**Run 1: selected gate families**

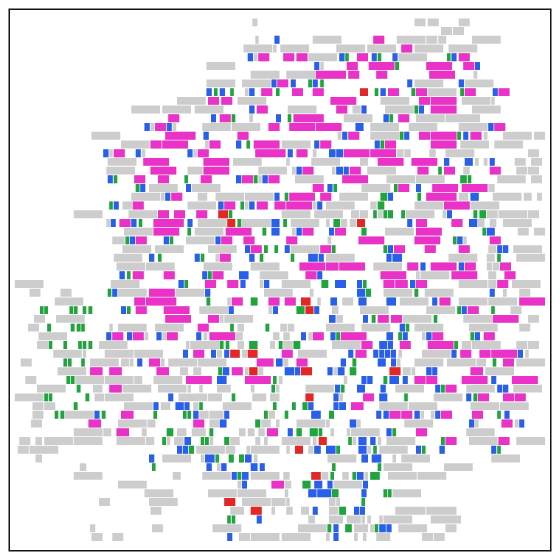
**Run 1: sequential cells colored by netlist name**

Bar = 50 um. Other sequential cells in the stronger gray, the rest of the logic in the fainter gray.
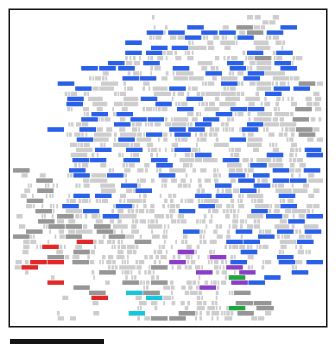
**Run 1: signal wires on met4**

Bar = 50 um.
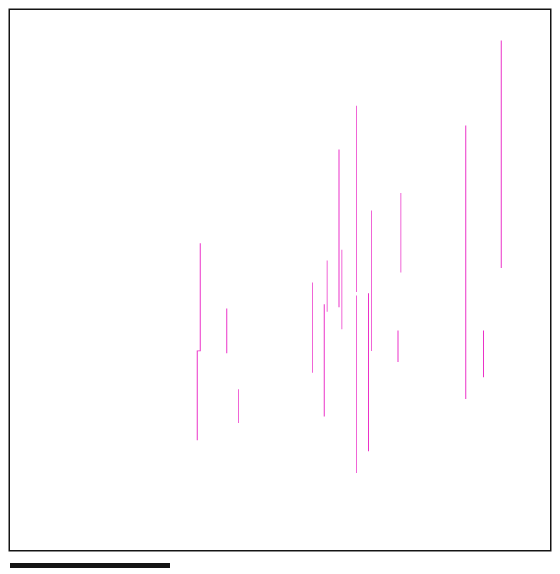
===== src/rtl/spi_responder.sv =====
// spi_responder: SPI mode-3 peripheral with a small byte-wide register file.
//
// A frame is one command byte (bit7 = read, bits6:0 = start address)
// followed by any number of data bytes. The address auto-increments
// (7-bit wrap) after every complete data byte. SPC, CS and SDI are
// oversampled in the clk domain through 2-flop synchronizers. A host port
// gives direct register access alongside the SPI side.
//
// Ports:
//   clk, reset           system clock, asynchronous active-high reset
//   SPC, CS, SDI         SPI clock (idles high), chip select (active low), data in
//   SDO                  SPI data out, 0 when not driving
//   host_we/addr/wdata   host write strobe, address, data
//   host_rdata           registered read of reg[host_addr]
//   wr_valid/addr/data   one-clk pulse describing each committed SPI write
//   busy                 high while a frame is in progress
module spi_responder #(
    parameter int unsigned DEPTH    = 16,
    parameter logic [6:0]  WHO_ADDR = 7'h0F,
    parameter logic [7:0]  WHO_VAL  = 8'h33
) (
    input  logic       clk,
    input  logic       reset,
    input  logic       SPC,
    input  logic       CS,
    input  logic       SDI,
    output logic       SDO,
    input  logic       host_we,
    input  logic [6:0] host_addr,
    input  logic [7:0] host_wdata,
    output logic [7:0] host_rdata,
    output logic       wr_valid,
    output logic [6:0] wr_addr,
    output logic [7:0] wr_data,
    output logic       busy
);

    localparam int unsigned AW = (DEPTH > 1) ? $clog2(DEPTH) : 1;

    typedef enum logic [1:0] {
        IDLE = 2'd0,
        CMD  = 2'd1,
        DATA = 2'd2
    } state_t;

    // Synchronizer stages plus previous synced value for edge detection
    logic spc_meta_q, spc_sync_q, spc_prev_q;
    logic cs_meta_q,  cs_sync_q,  cs_prev_q;
    logic sdi_meta_q, sdi_sync_q;

    state_t     state_q, state_d;
    logic [2:0] bit_cnt_q, bit_cnt_d;
    logic [6:0] rx_q, rx_d;
    logic [7:0] tx_q, tx_d;
    logic [6:0] addr_q, addr_d;
    logic       rnw_q, rnw_d;
    logic       sdo_q, sdo_d;
    logic       busy_q, busy_d;
    logic       wr_valid_q;
    logic [6:0] wr_addr_q;
    logic [7:0] wr_data_q;
    logic [7:0] host_rdata_q;
    logic [7:0] regs_q [DEPTH];

    logic       spc_rise_c, spc_fall_c, cs_fall_c;
    logic [7:0] rx_byte_c;
    logic [6:0] rd_addr_c;
    logic [7:0] rd_val_c;
    logic [7:0] host_val_c;
    logic       spi_we_c;
    logic       host_we_ok_c;

    function automatic logic in_range(input logic [6:0] a);
        return 32'(a) < DEPTH;
    endfunction

    function automatic logic writable(input logic [6:0] a);
        return (a != WHO_ADDR) && in_range(a);
    endfunction

    // Identity register shadows the file; unimplemented addresses read as zero
    function automatic logic [7:0] lookup(input logic [6:0] a);
        if (a == WHO_ADDR) begin
            return WHO_VAL;
        end else if (in_range(a)) begin
            return regs_q[a[AW-1:0]];
        end else begin
            return 8'h00;
        end
    endfunction

    assign spc_rise_c   = spc_sync_q & ~spc_prev_q;
    assign spc_fall_c   = ~spc_sync_q & spc_prev_q;
    assign cs_fall_c    = ~cs_sync_q & cs_prev_q;
    assign rx_byte_c    = {rx_q, sdi_sync_q};
    // In CMD the address being completed is the low 7 bits of the incoming byte
    assign rd_addr_c    = (state_q == CMD) ? rx_byte_c[6:0] : addr_q;
    assign rd_val_c     = lookup(rd_addr_c);
    assign host_val_c   = lookup(host_addr);
    assign host_we_ok_c = host_we & writable(host_addr);

    // Next-state and frame datapath
    always_comb begin
        state_d   = state_q;
        bit_cnt_d = bit_cnt_q;
        rx_d      = rx_q;
        tx_d      = tx_q;
        addr_d    = addr_q;
        rnw_d     = rnw_q;
        sdo_d     = sdo_q;
        spi_we_c  = 1'b0;

        case (state_q)
            IDLE: begin
                if (cs_fall_c) begin
                    state_d   = CMD;
                    bit_cnt_d = 3'd0;
                    sdo_d     = 1'b0;
                end
            end
            CMD: begin
                if (cs_sync_q) begin
                    state_d = IDLE;
                    sdo_d   = 1'b0;
                end else if (spc_rise_c) begin
                    rx_d      = rx_byte_c[6:0];
                    bit_cnt_d = bit_cnt_q + 3'd1;
                    if (bit_cnt_q == 3'd7) begin
                        state_d = DATA;
                        rnw_d   = rx_byte_c[7];
                        addr_d  = rx_byte_c[6:0];
                        if (rx_byte_c[7]) begin
                            tx_d   = rd_val_c;
                            addr_d = rx_byte_c[6:0] + 7'd1;
                        end
                    end
                end
            end
            DATA: begin
                if (cs_sync_q) begin
                    state_d = IDLE;
                    sdo_d   = 1'b0;
                end else if (spc_rise_c) begin
                    rx_d      = rx_byte_c[6:0];
                    bit_cnt_d = bit_cnt_q + 3'd1;
                    if (bit_cnt_q == 3'd7) begin
                        addr_d = addr_q + 7'd1;
                        if (rnw_q) begin
                            tx_d = rd_val_c;
                        end else if (writable(addr_q)) begin
                            spi_we_c = 1'b1;
                        end
                    end
                end else if (spc_fall_c && rnw_q) begin
                    sdo_d = tx_q[7];
                    tx_d  = {tx_q[6:0], 1'b0};
                end
            end
            default: begin
                state_d = IDLE;
                sdo_d   = 1'b0;
            end
        endcase

        busy_d = (state_d != IDLE);
    end

    // Synchronizers, FSM state and registered outputs.
    // CS synchronizer resets low so a frame already in progress when reset
    // drops is ignored until CS has risen and fallen again.
    always_ff @(posedge clk or posedge reset) begin
        if (reset) begin
            spc_meta_q   <= 1'b1;
            spc_sync_q   <= 1'b1;
            spc_prev_q   <= 1'b1;
            cs_meta_q    <= 1'b0;
            cs_sync_q    <= 1'b0;
            cs_prev_q    <= 1'b0;
            sdi_meta_q   <= 1'b0;
            sdi_sync_q   <= 1'b0;
            state_q      <= IDLE;
            bit_cnt_q    <= 3'd0;
            rx_q         <= 7'd0;
            tx_q         <= 8'd0;
            addr_q       <= 7'd0;
            rnw_q        <= 1'b0;
            sdo_q        <= 1'b0;
            busy_q       <= 1'b0;
            wr_valid_q   <= 1'b0;
            wr_addr_q    <= 7'd0;
            wr_data_q    <= 8'd0;
            host_rdata_q <= 8'd0;
        end else begin
            spc_meta_q   <= SPC;
            spc_sync_q   <= spc_meta_q;
            spc_prev_q   <= spc_sync_q;
            cs_meta_q    <= CS;
            cs_sync_q    <= cs_meta_q;
            cs_prev_q    <= cs_sync_q;
            sdi_meta_q   <= SDI;
            sdi_sync_q   <= sdi_meta_q;
            state_q      <= state_d;
            bit_cnt_q    <= bit_cnt_d;
            rx_q         <= rx_d;
            tx_q         <= tx_d;
            addr_q       <= addr_d;
            rnw_q        <= rnw_d;
            sdo_q        <= sdo_d;
            busy_q       <= busy_d;
            wr_valid_q   <= spi_we_c;
            host_rdata_q <= host_val_c;
            if (spi_we_c) begin
                wr_addr_q <= addr_q;
                wr_data_q <= rx_byte_c;
            end
        end
    end

    // Register file; an SPI commit takes priority over a host write to the same entry
    for (genvar g = 0; g < DEPTH; g++) begin : g_reg
        always_ff @(posedge clk or posedge reset) begin
            if (reset) begin
                regs_q[g] <= 8'h00;
            end else if (spi_we_c && (addr_q == 7'(g))) begin
                regs_q[g] <= rx_byte_c;
            end else if (host_we_ok_c && (host_addr == 7'(g))) begin
                regs_q[g] <= host_wdata;
            end
        end
    end

    assign SDO        = sdo_q;
    assign busy       = busy_q;
    assign wr_valid   = wr_valid_q;
    assign wr_addr    = wr_addr_q;
    assign wr_data    = wr_data_q;
    assign host_rdata = host_rdata_q;

endmodule

===== config.mk =====
export PLATFORM = sky130hd
export DESIGN_NAME = spi_responder
export DESIGN_NICKNAME = d
export VERILOG_FILES = /design/src/rtl/spi_responder.sv
export SDC_FILE = /design/constraint.sdc
export NUM_CORES = 1
export LEC_CHECK = 0
export CORE_UTILIZATION = 40
export CTS_CLUSTER_DIAMETER = 30
export CTS_CLUSTER_SIZE = 20
export DETAILED_ROUTE_END_ITERATION = 10
export RECOVER_POWER = 50
export SYNTH_ARGS = -nofsm -noshare
export SYNTH_HDL_FRONTEND = slang
export SYNTH_SLANG_ARGS = --single-unit
export TNS_END_PERCENT = 5

===== constraint.sdc =====
create_clock -name clk -period 16.4 [get_ports clk]
set_clock_uncertainty 0.15 [all_clocks]
set_input_delay 1.64 -clock clk [delete_from_list [all_inputs] [get_ports clk]]
set_output_delay 1.64 -clock clk [all_outputs]
set_load 0.01 [all_outputs]

==> results_slide.txt, run 1 <==
Synthesis and Place & Route Summary

Outcome
  • Result of the run: finished with violations
  • Violations in the final reports: max-capacitance violations, max-slew violations

Clocking
  • Total of hold buffers inserted after clock tree synthesis: 0
  • Count of cells resized by post-cts repair: 0
  • Max H-tree Level: 4
  • Clock edge transition at the registers on the reported setup and hold paths: 0.08 ns
  • Sink count of the clock tree: about 190
  • Late-Pin Clk Latency: roughly 0.45 ns
  • Clock tree from TritonCTS: yes
  • TritonCTS buffer count: 17

Worst setup path
  • Critical path, cell by cell: dlygate4sd3_1 > clkinvlp_2 > clkbuf_1
  • CP max stage cell: sky130_fd_sc_hd__clkinvlp_2
  • Reg-to-reg setup timing slack: 10.60 ns
  • Critical path class: in -> async
  • Start point of the critical path: reset
  • Worst path depth: 3
  • Origin of the critical flop-to-flop path: state_q[1]
  • Timing endpoint of the critical path: regs_q[31]
  • Worst path bufs/invs: 3
  • Top fanout value on the critical path: 120
  • Data required time of the critical path: 15.94 ns
  • Worst r2r dst: tx_q[7]
  • Worst path arrival time: 8.12 ns
  • Dominant delay contributor by cell family on the critical path: buffers and inverters

Pwr
  • Total power: between 1 and 1.5 mW
  • Seq. pwr: 0.558 mW
  • Internal power of the cells: 0.9031 mW
  • Group with the largest share of power: registers
  • Total power divided by cell area: roughly 120 nW/um2
  • Combinational Power: 0.429 mW
  • Sequential share of power: 39.6%
  • Part of the power in combinational logic: 30.5%
  • Portion of total power attributed to the clock network: 29.9%
  • Power Clock: 0.421 mW
  • Max IR drop VDD: 0.07174 mV

Final timing
  • Total negative setup slack: 0 ns
  • Min Tclk post-route: around 8.6 ns
  • Worst slew slack as a fraction of its limit: -267.3%
  • Least setup slack across all paths after layout: 7.822 ns
  • Slew @ Worst Pin: between 5 and 6 ns
  • Final cycle utilization of the critical path: 52.30%
  • Count of pins over their slew limit: just over 300
  • Max Fclk: 116.6 MHz

Global routing
  • Via count of the first global-routing pass: 8300
  • Initial antenna violation count: 2
  • Overflow left after global routing: 0
  • All-layer global routing usage: 24.17%

Cells and area
  • Share of final-layout standard cells stronger than drive strength 1: between 10% and 20%
  • Nets@finish: 1100
  • Fill cells: approximately 2600
  • Register name with the most flops: regs_q
  • Antenna fix cells: 0
  • Layout area overhead: 9.872%

Synth
  • # Cells Yosys: 1085
  • Mapped cell area: 11080 um2
  • Top cells by count, synth: sky130_fd_sc_hd__dfrtp_1, sky130_fd_sc_hd__nand2_1, sky130_fd_sc_hd__mux2i_1
  • Top-area cell share: 42.25%
  • Area of the synthesized netlist per yosys stat: 11080 um2
  • Number of instances in the synthesized netlist: between 1000 and 1500
  • Syn_area_per_cell: 10.21 um2
  • Top area cell types: sky130_fd_sc_hd__dfrtp_1, sky130_fd_sc_hd__mux2i_1, sky130_fd_sc_hd__mux4_2
  • Number of synthesis warnings: 0
  • Main synth FF type: sky130_fd_sc_hd__dfrtp_1
  • Post-synthesis sequential element count: 190
  • Proportion of synthesized chip area in sequential cells: 42.96%

Placed design
  • Worst slack after detailed placement: 12.11 ns
  • Number of cells in the design after placement: 1390
  • Routability cong.: 0.8999

Floorplan
  • Top-Level Pins: ~47
  • Width of the die: 168.4 um
  • Die span in y: 168.4 um

Drt
  • Wire length per cell: 23.15 um
  • Number of iterations in the first detailed-routing pass: 5
  • Drt initial violations: 802
  • Via count: roughly 8400
  • Remaining design rule violation count: 0
  • Wire length reported by the detailed router: between 30 and 40 mm
  • Vias per cell: 5.935

Run
  • Number of maximum-capacitance constraint violations: 5
  • OpenROAD warning count: 34

Hold path
  • Hold/Removal Path Class: reg -> reg
  • Hold Path Cell Cnt: 0
  • Hold_sp: sdi_meta_q
  • Hold endpoint: sdi_sync_q
Notes on 'selected gate families' above:
green -> nand cells  # cells 180, most used nand2_1
blue -> aoi and oai cells  # cells 227, most used o21ai_0
magenta -> mux cells  # cells 205, most used mux2i_1
red -> non-inverting ao/oa cells  # cells 17, most used a21o_1

Notes on 'sequential cells colored by netlist name' above:
cyan -> bit_cnt_q  # sequential cells 3
red -> wr_addr  # sequential cells 7, where bottom left
blue -> regs_q  # sequential cells 128
purple -> tx_q  # sequential cells 8
green -> state_q  # sequential cells 2
not colored = 42

Notes on 'signal wires on met4' above:
main direction = vertical
nets with wire on the layer = 15
longest straight run = 85.0 um
wire length on this layer = 647 um
share of all routed wire = 2.0%

[run 1: final cells by class]
cell class              count  area [um2]  area share [%]
flip-flops and latches    190        4758           39.10
repair buffers             64       563.0           4.626
inverters                  14       53.80          0.4421
clock inverters            13       131.4           1.079
multi-input cells         781        5794           47.61
well taps                 341       426.7           3.506
clock buffers              19       442.9           3.639
[run 1: per-layer routing]
layer / track usage (%) / vias to the layer above / share of wire [%]
li1: - / 3877 / -
met1: 34.53 / 4215 / 46
met2: 36.91 / 305 / 46
met3: 4.584 / 41 / 6.5
met4: 7.787 / 2 / 2.0
met5: 0 / - / 0.033
[run 1: placed cells by master (no fill, tap or decap), types with 5 or more instances in the layout]
master | synthesis | final
sky130_fd_sc_hd__mux4_1 | 7 | 7
sky130_fd_sc_hd__a221oi_1 | 5 | 5
sky130_fd_sc_hd__nor3_1 | 10 | 10
sky130_fd_sc_hd__nand3_1 | 11 | 11
sky130_fd_sc_hd__a21o_1 | 5 | 5
sky130_fd_sc_hd__o22ai_1 | 13 | 13
sky130_fd_sc_hd__mux2i_1 | 136 | 136
sky130_fd_sc_hd__a22oi_1 | 6 | 6
sky130_fd_sc_hd__nor2_1 | 79 | 79
sky130_fd_sc_hd__nor3b_1 | 6 | 6
sky130_fd_sc_hd__nand2_1 | 151 | 151
sky130_fd_sc_hd__o21ai_0 | 110 | 110
sky130_fd_sc_hd__nand2b_1 | 8 | 8
sky130_fd_sc_hd__dfrtp_1 | 187 | 187
sky130_fd_sc_hd__ha_1 | 11 | 11
sky130_fd_sc_hd__mux4_2 | 47 | 47
sky130_fd_sc_hd__a31oi_1 | 7 | 7
sky130_fd_sc_hd__and2_1 | 8 | 6
sky130_fd_sc_hd__inv_1 | 13 | 12
sky130_fd_sc_hd__mux2_2 | 11 | 11
sky130_fd_sc_hd__o211ai_1 | 5 | 5
sky130_fd_sc_hd__nor2b_1 | 8 | 8
sky130_fd_sc_hd__nand4_1 | 5 | 5
sky130_fd_sc_hd__xnor2_1 | 5 | 5
sky130_fd_sc_hd__buf_4 | 8 | 12
sky130_fd_sc_hd__a21oi_1 | 65 | 65
sky130_fd_sc_hd__clkbuf_16 | 0 | 17
sky130_fd_sc_hd__dlygate4sd3_1 | 0 | 30
sky130_fd_sc_hd__clkdlybuf4s50_1 | 0 | 14
sky130_fd_sc_hd__and3_1 | 9 | 9
sky130_fd_sc_hd__clkbuf_1 | 66 | 7
[run 1: through the flow]
stage / area, um2 / utilization, % / hold slack [ns]
2_1_floorplan: 11080 / - / 0.1812
3_3_place_gp: 11630 / 43.04 / 0.1830
3_5_place_dp: 11630 / 43.04 / 0.1855
4_1_cts: 12210 / 45.16 / 0.2005
5_1_grt: 12170 / 45.03 / 0.2042
6_report: 12170 / 45.03 / 0.1990
[run 1: cells by family (layout without fill, tap and decap cells)]
family	after synthesis	count (layout)	synth area share, %
AND/OR/NAND/NOR	315	315	12.71
AND-OR/OR-AND	244	244	12.67
multiplexers	205	205	25.27
flip-flops	190	190	42.96
buffers and inverters	114	110	4.676
adder cells (fa/ha/maj)	11	11	1.242
XOR/XNOR	6	6	0.4744
==> run 2, diff against run 1 <==
==> constraint.sdc (replaced) <==
create_clock -name clk -period 8.2 [get_ports clk]
set_clock_uncertainty 0.15 [all_clocks]
set_input_delay 0.82 -clock clk [delete_from_list [all_inputs] [get_ports clk]]
set_output_delay 0.82 -clock clk [all_outputs]
set_load 0.01 [all_outputs]
**Run 2: signal wires on met4**

Bar = 50 um.
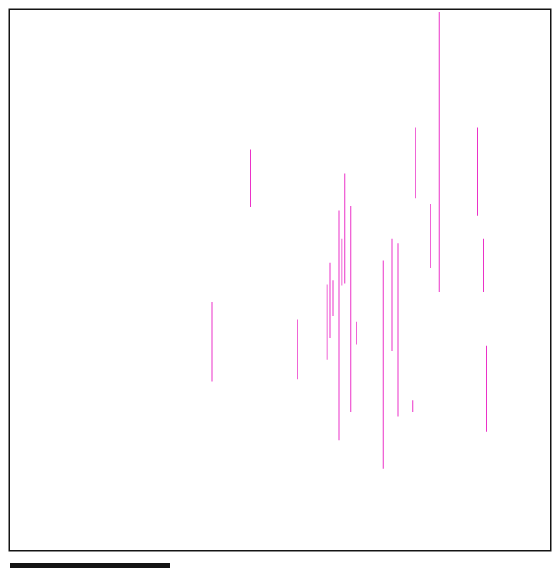
share of all routed wire = 2.1%
nets with wire on the layer = 18
main direction = vertical
via count: 8418
wire length reported by the detailed router: 32.24 mm

**Run 2: routed metal, one color a layer**

Two of the layers only.
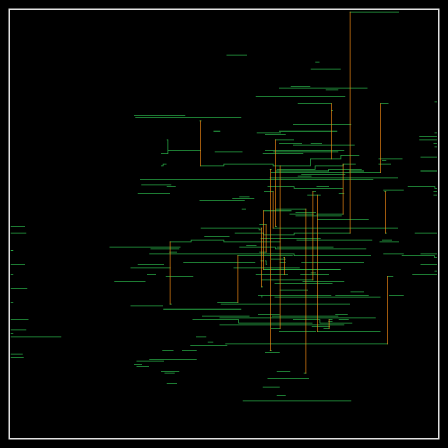
green -> metal 3  # wire length 2590 um
orange -> metal 4  # wire length 663 um

==> run 2 against run 1 <==
Net effect:
- the flow still finishes with violations (max-capacitance violations, max-slew violations)
- power rose by 99%
- flip-flop count did not move
- sequential power rose by 100%
- sequential share of layout area barely moved
- first-iteration DRC count rose by 20%
- wire length fell by 2.1%
- global-route usage fell by 0.46 points
- hold slack improved by 0.0085 ns
- synthesized area did not move
- register-to-register slack got worse by 7.1 ns
- largest cell class unchanged
==> results_slide.txt, run 2 <==
Synthesis and Place & Route Summary

Final timing
  • Max Fclk: 188.5 MHz
  • Unrepaired setup endpoints after global routing: false
  • Slew @ Worst Pin: 5.424 ns
  • Total negative setup slack: 0 ns
  • Worst slew slack as a fraction of its limit: -263.6%
  • Count of pins over their slew limit: 209
  • Final cycle utilization of the critical path: 64.70%
  • Final hold viol count: 0
  • Min Tclk post-route: roughly 5.3 ns
  • Final setup violation count: 0

Cells and area
  • Top library cells by usage in the layout, fill and taps aside: sky130_fd_sc_hd__dfrtp_1, sky130_fd_sc_hd__nand2_1, sky130_fd_sc_hd__mux2i_1, sky130_fd_sc_hd__o21ai_0, sky130_fd_sc_hd__nor2_1
  • Register name with the most flops: regs_q
  • Nets@finish: 1096
  • Top cell excl fill/tap: sky130_fd_sc_hd__dfrtp_1
  • Util after Layout: 45.04%
  • Share of final-layout standard cells stronger than drive strength 1: between 10% and 20%
  • Number of flip-flops under the largest register name: 128
  • Layout area overhead: 9.884%
  • Fill cells: 2550
  • Antenna fix cells: 0

Synth
  • Number of synthesis warnings: 0
  • Top area cell types: sky130_fd_sc_hd__dfrtp_1, sky130_fd_sc_hd__mux2i_1, sky130_fd_sc_hd__mux4_2
  • Area of the synthesized netlist per yosys stat: 11080 um2
  • Post-synth EDFFs: 0
  • Post-synth top area cell: sky130_fd_sc_hd__dfrtp_1
  • Syn_area_per_cell: 10.21 um2
  • Top-area cell share: roughly 42%
  • Net count of the mapped netlist: 1117
  • Most popular library cell in the synthesized design by count: sky130_fd_sc_hd__dfrtp_1
  • Number of instances in the synthesized netlist: 1085
  • Top cells by count, synth: sky130_fd_sc_hd__dfrtp_1, sky130_fd_sc_hd__nand2_1, sky130_fd_sc_hd__mux2i_1
  • Post-synthesis sequential element count: ~190
  • Mapped cell area: 11080 um2
  • Cell Type Count: 67
  • # Cells Yosys: roughly 1100
  • Share of flip-flops with an asynchronous set or reset after synthesis: 100.0%
  • Main synth FF type: sky130_fd_sc_hd__dfrtp_1
  • Proportion of synthesized chip area in sequential cells: a little over two fifths

Clocking
  • Count of cells resized by post-cts repair: 0
  • Clock edge transition at the registers on the reported setup and hold paths: 0.08 ns
  • Late-Pin Clk Latency: 0.45 ns
  • TritonCTS buffer count: 17
  • Total of hold buffers inserted after clock tree synthesis: 0
  • Master cell of the clock root buffer: sky130_fd_sc_hd__clkbuf_16
  • Post-CTS setup repair buffer count: 0
  • Sink count of the clock tree: 190
  • Max H-tree Level: 4
  • Clock tree from TritonCTS: yes
  • Largest buffer count on any clock path: 2

Drt
  • Wire length per cell: 22.74 um
  • Antenna Nets Post-Route: 0
  • Drt initial violations: 965
  • Remaining design rule violation count: 0
  • Number of iterations in the first detailed-routing pass: 5
  • Vias per cell: 5.937

Pwr
  • Sequential share of power: 40.7%
  • Leakage power of the design: 5.201 nW
  • Total power: 2.810 mW
  • Switching component of the power: 1.005 mW
  • Net switching fraction of the power: 35.75%
  • Total power divided by cell area: 230.9 nW/um2
  • Part of the power in combinational logic: slightly below 30%
  • Max IR drop VDD: 0.1426 mV
  • Portion of total power attributed to the clock network: between 30% and 40%
  • Internal power of the cells: 1.805 mW

Global routing
  • Overflow left after global routing: 0
  • Initial antenna violation count: 0
  • All-layer global routing usage: 23.71%
  • Via count of the first global-routing pass: 8276
  • First-pass GRT wire length: 50.87 mm
  • Maximum number of pins on one net before global-route repair: 120

Floorplan
  • Number of rows created at floorplan: 60
  • CORE AREA: 27030 um2
  • Top-Level Pins: 47
  • Overall chip area: approximately 28000 um2
  • Die span in y: around 170 um
  • Width of the die: 168.4 um
  • Floorplan core density: 40.99%

Worst setup path
  • Kind of end point of the critical path: register
  • Top fanout value on the critical path: 46
  • CP max stage cell: sky130_fd_sc_hd__clkbuf_1
  • Slowest cell delay on critical path: 2.43 ns
  • Worst path bufs/invs: 2
  • Data required time of the critical path: 8.34 ns
  • Worst path arrival time: 5.45 ns
  • Critical path, cell by cell: buf_2 > clkbuf_1 > nand3_1 > mux2i_1 > o21ai_0
  • Critical path class: in -> reg
  • Nature of the critical path startpoint: input port
  • Dominant delay contributor by cell family on the critical path: buffers and inverters

Run
  • Number of maximum-capacitance constraint violations: 3
  • OpenROAD warning count: 34

Placed design
  • Final HPWL DP: between 20 and 25 mm
  • Number of port buffers: 46
  • Routability cong.: 0.8877

Outcome
  • Violations in the final reports: max-capacitance violations, max-slew violations
  • Result of the run: finished with violations

Hold path
  • Hold/Removal Path Class: reg -> reg
## run 2: worst register-to-register path: stages, from the launching register on
cell                       delay, ns
sky130_fd_sc_hd__dfrtp_1        0.43
sky130_fd_sc_hd__inv_1          0.12
sky130_fd_sc_hd__ha_1           0.15
sky130_fd_sc_hd__clkbuf_1       1.45
sky130_fd_sc_hd__mux2i_4        0.42
sky130_fd_sc_hd__buf_4          0.48
sky130_fd_sc_hd__mux4_2         0.62
sky130_fd_sc_hd__a22oi_1        0.15
sky130_fd_sc_hd__nand3_1        0.19
sky130_fd_sc_hd__a21boi_0       0.27
sky130_fd_sc_hd__o22ai_1        0.10
## run 2: area by class of cell
cell class                 count  area, um2  share of cell area (%)
clock inverter                14      148.9                   1.223
timing repair buffer          60      544.3                   4.472
inverter                      14      53.80                  0.4420
clock buffer                  18      439.2                   3.608
sequential                   190       4758                   39.09
tap                          341      426.7                   3.505
multi-input combinational    781       5801                   47.66
## run 2: stage by stage
step	area [um2]	hold slack, ns	instances	setup slack (ns)
final	12170	0.2075	1418	2.895
after global routing	12170	0.2189	1418	2.135
after CTS	12190	0.2089	1418	3.909
after detailed placement	11600	0.1912	1386	3.914
after global placement	11600	0.1839	1386	4.066
after floorplan	11080	0.1812	1085	2.064
## run 2: power by group through the flow
| stage | logic (mW) | clock network [mW] | registers [mW] |
|---|---|---|---|
| floorplan | 0.596 | 0 | 1.10 |
| global placement | 0.803 | 0 | 1.16 |
| detailed placement | 0.804 | 0 | 1.16 |
| CTS | 0.807 | 0.863 | 1.14 |
| global route | 0.876 | 0.897 | 1.16 |
| finish | 0.819 | 0.848 | 1.14 |
## run 2: metal layers
layer	track usage, %	vias to the layer above	part of all wire, %
met5	0	-	0
met4	7.075	0	2.1
met3	5.054	50	8.0
met2	36.05	335	45
met1	33.88	4170	45
li1	-	3863	-
## run 2: final timing paths
path,cells past startpoint,end,from,slack (ns)
min in group asynchronous,2,rx_q[6],reset,2.33
worst min-delay path,0,sdi_sync_q,sdi_meta_q,0.21
worst max register to register,10,tx_q[5],state_q[1],3.54
worst max-delay path,5,regs_q[96],host_addr[0],2.89
worst min register to register,0,sdi_sync_q,sdi_meta_q,0.21
max in group asynchronous,3,regs_q[14],reset,2.97
## run 2: kinds of logic (layout without fill, tap and decap cells)
group	Yosys count	count (layout)	synth area share [%]
buffers and inverters	114	106	4.676
AOI/OAI and AO/OA	244	244	12.67
adders and majority gates	11	11	1.242
xor gates and xnor gates	6	6	0.4744
muxes	205	205	25.27
and+or+nand+nor	315	315	12.71
DFF	190	190	42.96
==> run 3, diff against run 2 <==
==> constraint.sdc (replaced) <==
create_clock -name clk -period 4.75 [get_ports clk]
set_clock_uncertainty 0.15 [all_clocks]
set_input_delay 0.475 -clock clk [delete_from_list [all_inputs] [get_ports clk]]
set_output_delay 0.475 -clock clk [all_outputs]
set_load 0.01 [all_outputs]
**Run 3: selected gate families**

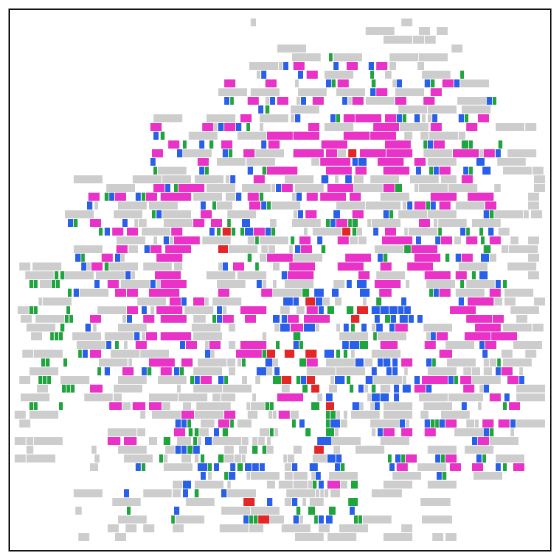
magenta -> mux cells  # cells 205, most used mux2i_1
red -> non-inverting ao/oa cells  # cells 17, most used a21o_1
green -> nand cells  # cells 180, most used nand2_1
blue -> aoi and oai cells  # cells 227, most used o21ai_0
Top cell excl fill/tap: sky130_fd_sc_hd__dfrtp_1
non-filler cells, final: 1431
multi-input logic portion of the cell area: 47.14%

**Run 3: routing congestion map**

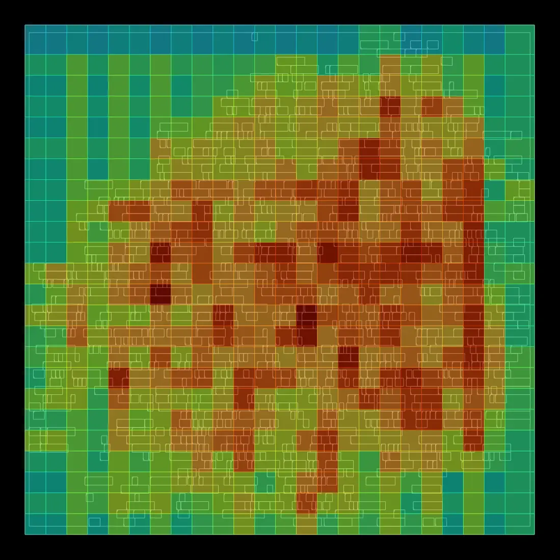
GR Util met1: 35.16%
GRT met3 Usage: 5.642%
wire length per cell: 23.92 um
met2 global-route usage: 37.94%
busiest metal layer after global routing: met2

==> run 3 against run 2 <==
Net effect:
- global-route usage grew 1.2 points
- critical path type is now in -> async
- synthesized area is the same
- flip-flop count is the same
- via count is 3.7% higher
- critical endpoint is now regs_q[123]
- count of clock-buffer cells in the layout is 4 higher
- combinational power is 77% higher
- synthesized cell count is the same
- clock power up 82%
- first-iteration DRC count rose by 3.7%
- the flow still finishes with violations (max-capacitance violations, max-slew violations)
==> results_slide.txt, run 3 <==
Synthesis and Place & Route Summary

Cells and area
  • Register name with the most flops: regs_q
  • Number of flip-flops under the largest register name: 128
  • Util after Layout: 45.53%
  • Sequential Area: 4758 um2
  • Top library cells by usage in the layout, fill and taps aside: sky130_fd_sc_hd__dfrtp_1, sky130_fd_sc_hd__nand2_1, sky130_fd_sc_hd__mux2i_1, sky130_fd_sc_hd__o21ai_0, sky130_fd_sc_hd__nor2_1
  • Layout area overhead: 11.09%
  • Fill cells: ~2500
  • Share of final-layout standard cells stronger than drive strength 1: roughly an eighth
  • Antenna fix cells: 0

Drt
  • Remaining design rule violation count: 0
  • Drt initial violations: approximately 1000
  • Via count: 8730
  • Wire length reported by the detailed router: 34.23 mm
  • Antenna Nets Post-Route: 0
  • Vias per cell: 6.101

Worst setup path
  • Critical path class: in -> async
  • Worst r2r dst: tx_q[7]
  • Dominant delay contributor by cell family on the critical path: buffers and inverters
  • Nature of the critical path startpoint: input port
  • CP max stage cell: sky130_fd_sc_hd__clkbuf_2
  • Data required time of the critical path: 4.49 ns
  • Start point of the critical path: reset
  • Slowest cell delay on critical path: 2.04 ns
  • Timing endpoint of the critical path: regs_q[123]
  • Kind of end point of the critical path: asynchronous set/reset pin
  • Origin of the critical flop-to-flop path: state_q[1]
  • Number of cells traversed by the worst register-to-register path: 8
  • Reg-to-reg setup timing slack: 1.30 ns
  • Worst path depth: 3
  • Worst path bufs/invs: 3
  • Worst path arrival time: 3.31 ns
  • Top fanout value on the critical path: 117

Outcome
  • Violations in the final reports: max-capacitance violations, max-slew violations
  • Result of the run: finished with violations

Synth
  • Top cells by count, synth: sky130_fd_sc_hd__dfrtp_1, sky130_fd_sc_hd__nand2_1, sky130_fd_sc_hd__mux2i_1
  • Proportion of synthesized chip area in sequential cells: 42.96%
  • Number of synthesis warnings: 0
  • Post-synthesis sequential element count: between 150 and 200
  • Most popular library cell in the synthesized design by count: sky130_fd_sc_hd__dfrtp_1
  • Synth mux share: about a quarter
  • Syn_area_per_cell: 10.21 um2
  • Top area cell types: sky130_fd_sc_hd__dfrtp_1, sky130_fd_sc_hd__mux2i_1, sky130_fd_sc_hd__mux4_2
  • Net count of the mapped netlist: 1117
  • Post-synth top area cell: sky130_fd_sc_hd__dfrtp_1
  • Number of instances in the synthesized netlist: 1085
  • Area share of and/or/nand/nor cells after synthesis: around 13%
  • FA/HA/MAJ Cells, Area Fraction: between 1 and 1.5%
  • Top-area cell share: 42.25%
  • Main synth FF type: sky130_fd_sc_hd__dfrtp_1
  • Largest non-sequential cell family by area: multiplexers
  • # Cells Yosys: 1085
  • Post-synth EDFFs: 0
  • Area of the synthesized netlist per yosys stat: 11080 um2
  • Complex-gate fraction of the synthesized area: 12.67%
  • Mapped cell area: 11080 um2
  • Share of flip-flops with an asynchronous set or reset after synthesis: 100.0%
  • Area share of xor/xnor cells in the synthesized design: 0.4744%

Final timing
  • Final setup violation count: 0
  • Max Fclk: 280.1 MHz
  • Unrepaired setup endpoints after global routing: false
  • Final cycle utilization of the critical path: 75.16%
  • Total negative setup slack: 0 ns
  • Count of pins over their slew limit: 192
  • Least setup slack across all paths after layout: 1.180 ns
  • Worst slew slack as a fraction of its limit: -99.09%
  • Final hold viol count: 0
  • Hold Slack: around 0.21 ns

Floorplan
  • Top-Level Pins: 47
  • Overall chip area: 28360 um2
  • Die span in y: 168.4 um
  • Width of the die: 168.4 um
  • CORE AREA: about 27000 um2
  • Number of rows created at floorplan: 60
  • Floorplan core density: 40.99%

Pwr
  • Total power divided by cell area: between 400 and 500 nW/um2
  • Leakage power of the design: 5.198 nW
  • Total power: just under 5 mW
  • Max IR drop VDD: 0.2498 mV

Placed design
  • Worst slack after detailed placement: 1.317 ns
  • Routability cong.: 0.9427
  • Number of port buffers: 46
  • Final HPWL DP: 23.16 mm

Clocking
  • Clock edge transition at the registers on the reported setup and hold paths: 0.07 ns
  • Sink count of the clock tree: around 190
  • Master cell of the clock root buffer: sky130_fd_sc_hd__clkbuf_16
  • Largest buffer count on any clock path: 2
  • Post-CTS setup repair buffer count: 0
  • Late-Pin Clk Latency: 0.44 ns
  • Clock tree from TritonCTS: yes
  • TritonCTS buffer count: 17

Run
  • OpenROAD warning count: 34
  • Number of maximum-capacitance constraint violations: 2

Global routing
  • All-layer global routing usage: 24.90%
  • Overflow left after global routing: 0
  • Via count of the first global-routing pass: 8350
  • First-pass GRT wire length: around 53 mm
  • Maximum number of pins on one net before global-route repair: 118
  • Initial antenna violation count: 0

Hold path
  • Hold Path Cell Cnt: 0
  • Hold/Removal Path Class: reg -> reg
  • Hold_sp: sdi_meta_q
run 3: cell counts after synthesis:
Identical to the previous run, type by type.
run 3: cell families (layout without fill, tap and decap cells):
logic type | Yosys count | after routing
XOR/XNOR | 6 | 6
buffers and inverters | 114 | 119
adder cells (fa/ha/maj) | 11 | 11
AND-OR/OR-AND | 244 | 244
flip-flops | 190 | 190
AND/OR/NAND/NOR | 315 | 315
multiplexers | 205 | 205
run 3: how the worst min path moves through the flow:
stage                       endpoint  slack (ns)
after floorplan            cs_sync_q        0.18
after global placement     cs_sync_q        0.18
after detailed placement   cs_sync_q        0.19
after CTS                 sdi_sync_q        0.21
after global routing       cs_sync_q        0.22
final                     sdi_sync_q        0.21
run 3: where the power goes:
part	total [mW]	internal, mW	switching [mW]
sequential	1.96	1.78	0.172
clock	1.54	0.868	0.673
combinational	1.45	0.592	0.857
run 3: through the flow:
step	cell area, um2	instances
after floorplan	11080	1085
after global placement	11710	1399
after detailed placement	11710	1399
after CTS	12320	1431
after global routing	12310	1431
final	12310	1431
run 3: worst register-to-register path, cell delays in order, from the launching register on:
cell and delay (ns):
sky130_fd_sc_hd__dfrtp_1 0.42, sky130_fd_sc_hd__inv_1 0.12, sky130_fd_sc_hd__ha_1 0.55, sky130_fd_sc_hd__buf_4 0.41
sky130_fd_sc_hd__nor3_1 0.08, sky130_fd_sc_hd__a21oi_1 0.72, sky130_fd_sc_hd__o22ai_1 0.22, sky130_fd_sc_hd__or4b_1 0.52
sky130_fd_sc_hd__a31oi_1 0.17
run 3: routing by layer:
metal  GRT usage, %  vias up  wire length [um]
met5              0        -                 0
met4          7.866        0               845
met3          5.642       56              2490
met2          37.94      386             15670
met1          35.16     4393             15230
li1               -     3895                 -
run 3: cell type report:
class	instances	area share, %
Sequential cell	190	38.67
Clock buffer	22	3.772
Tap cell	341	3.467
Timing Repair Buffer	73	5.267
Multi-Input combinational cell	781	47.14
Inverter	14	0.4575
Clock inverter	10	1.230
Power is estimated from default activity; no workload was simulated.
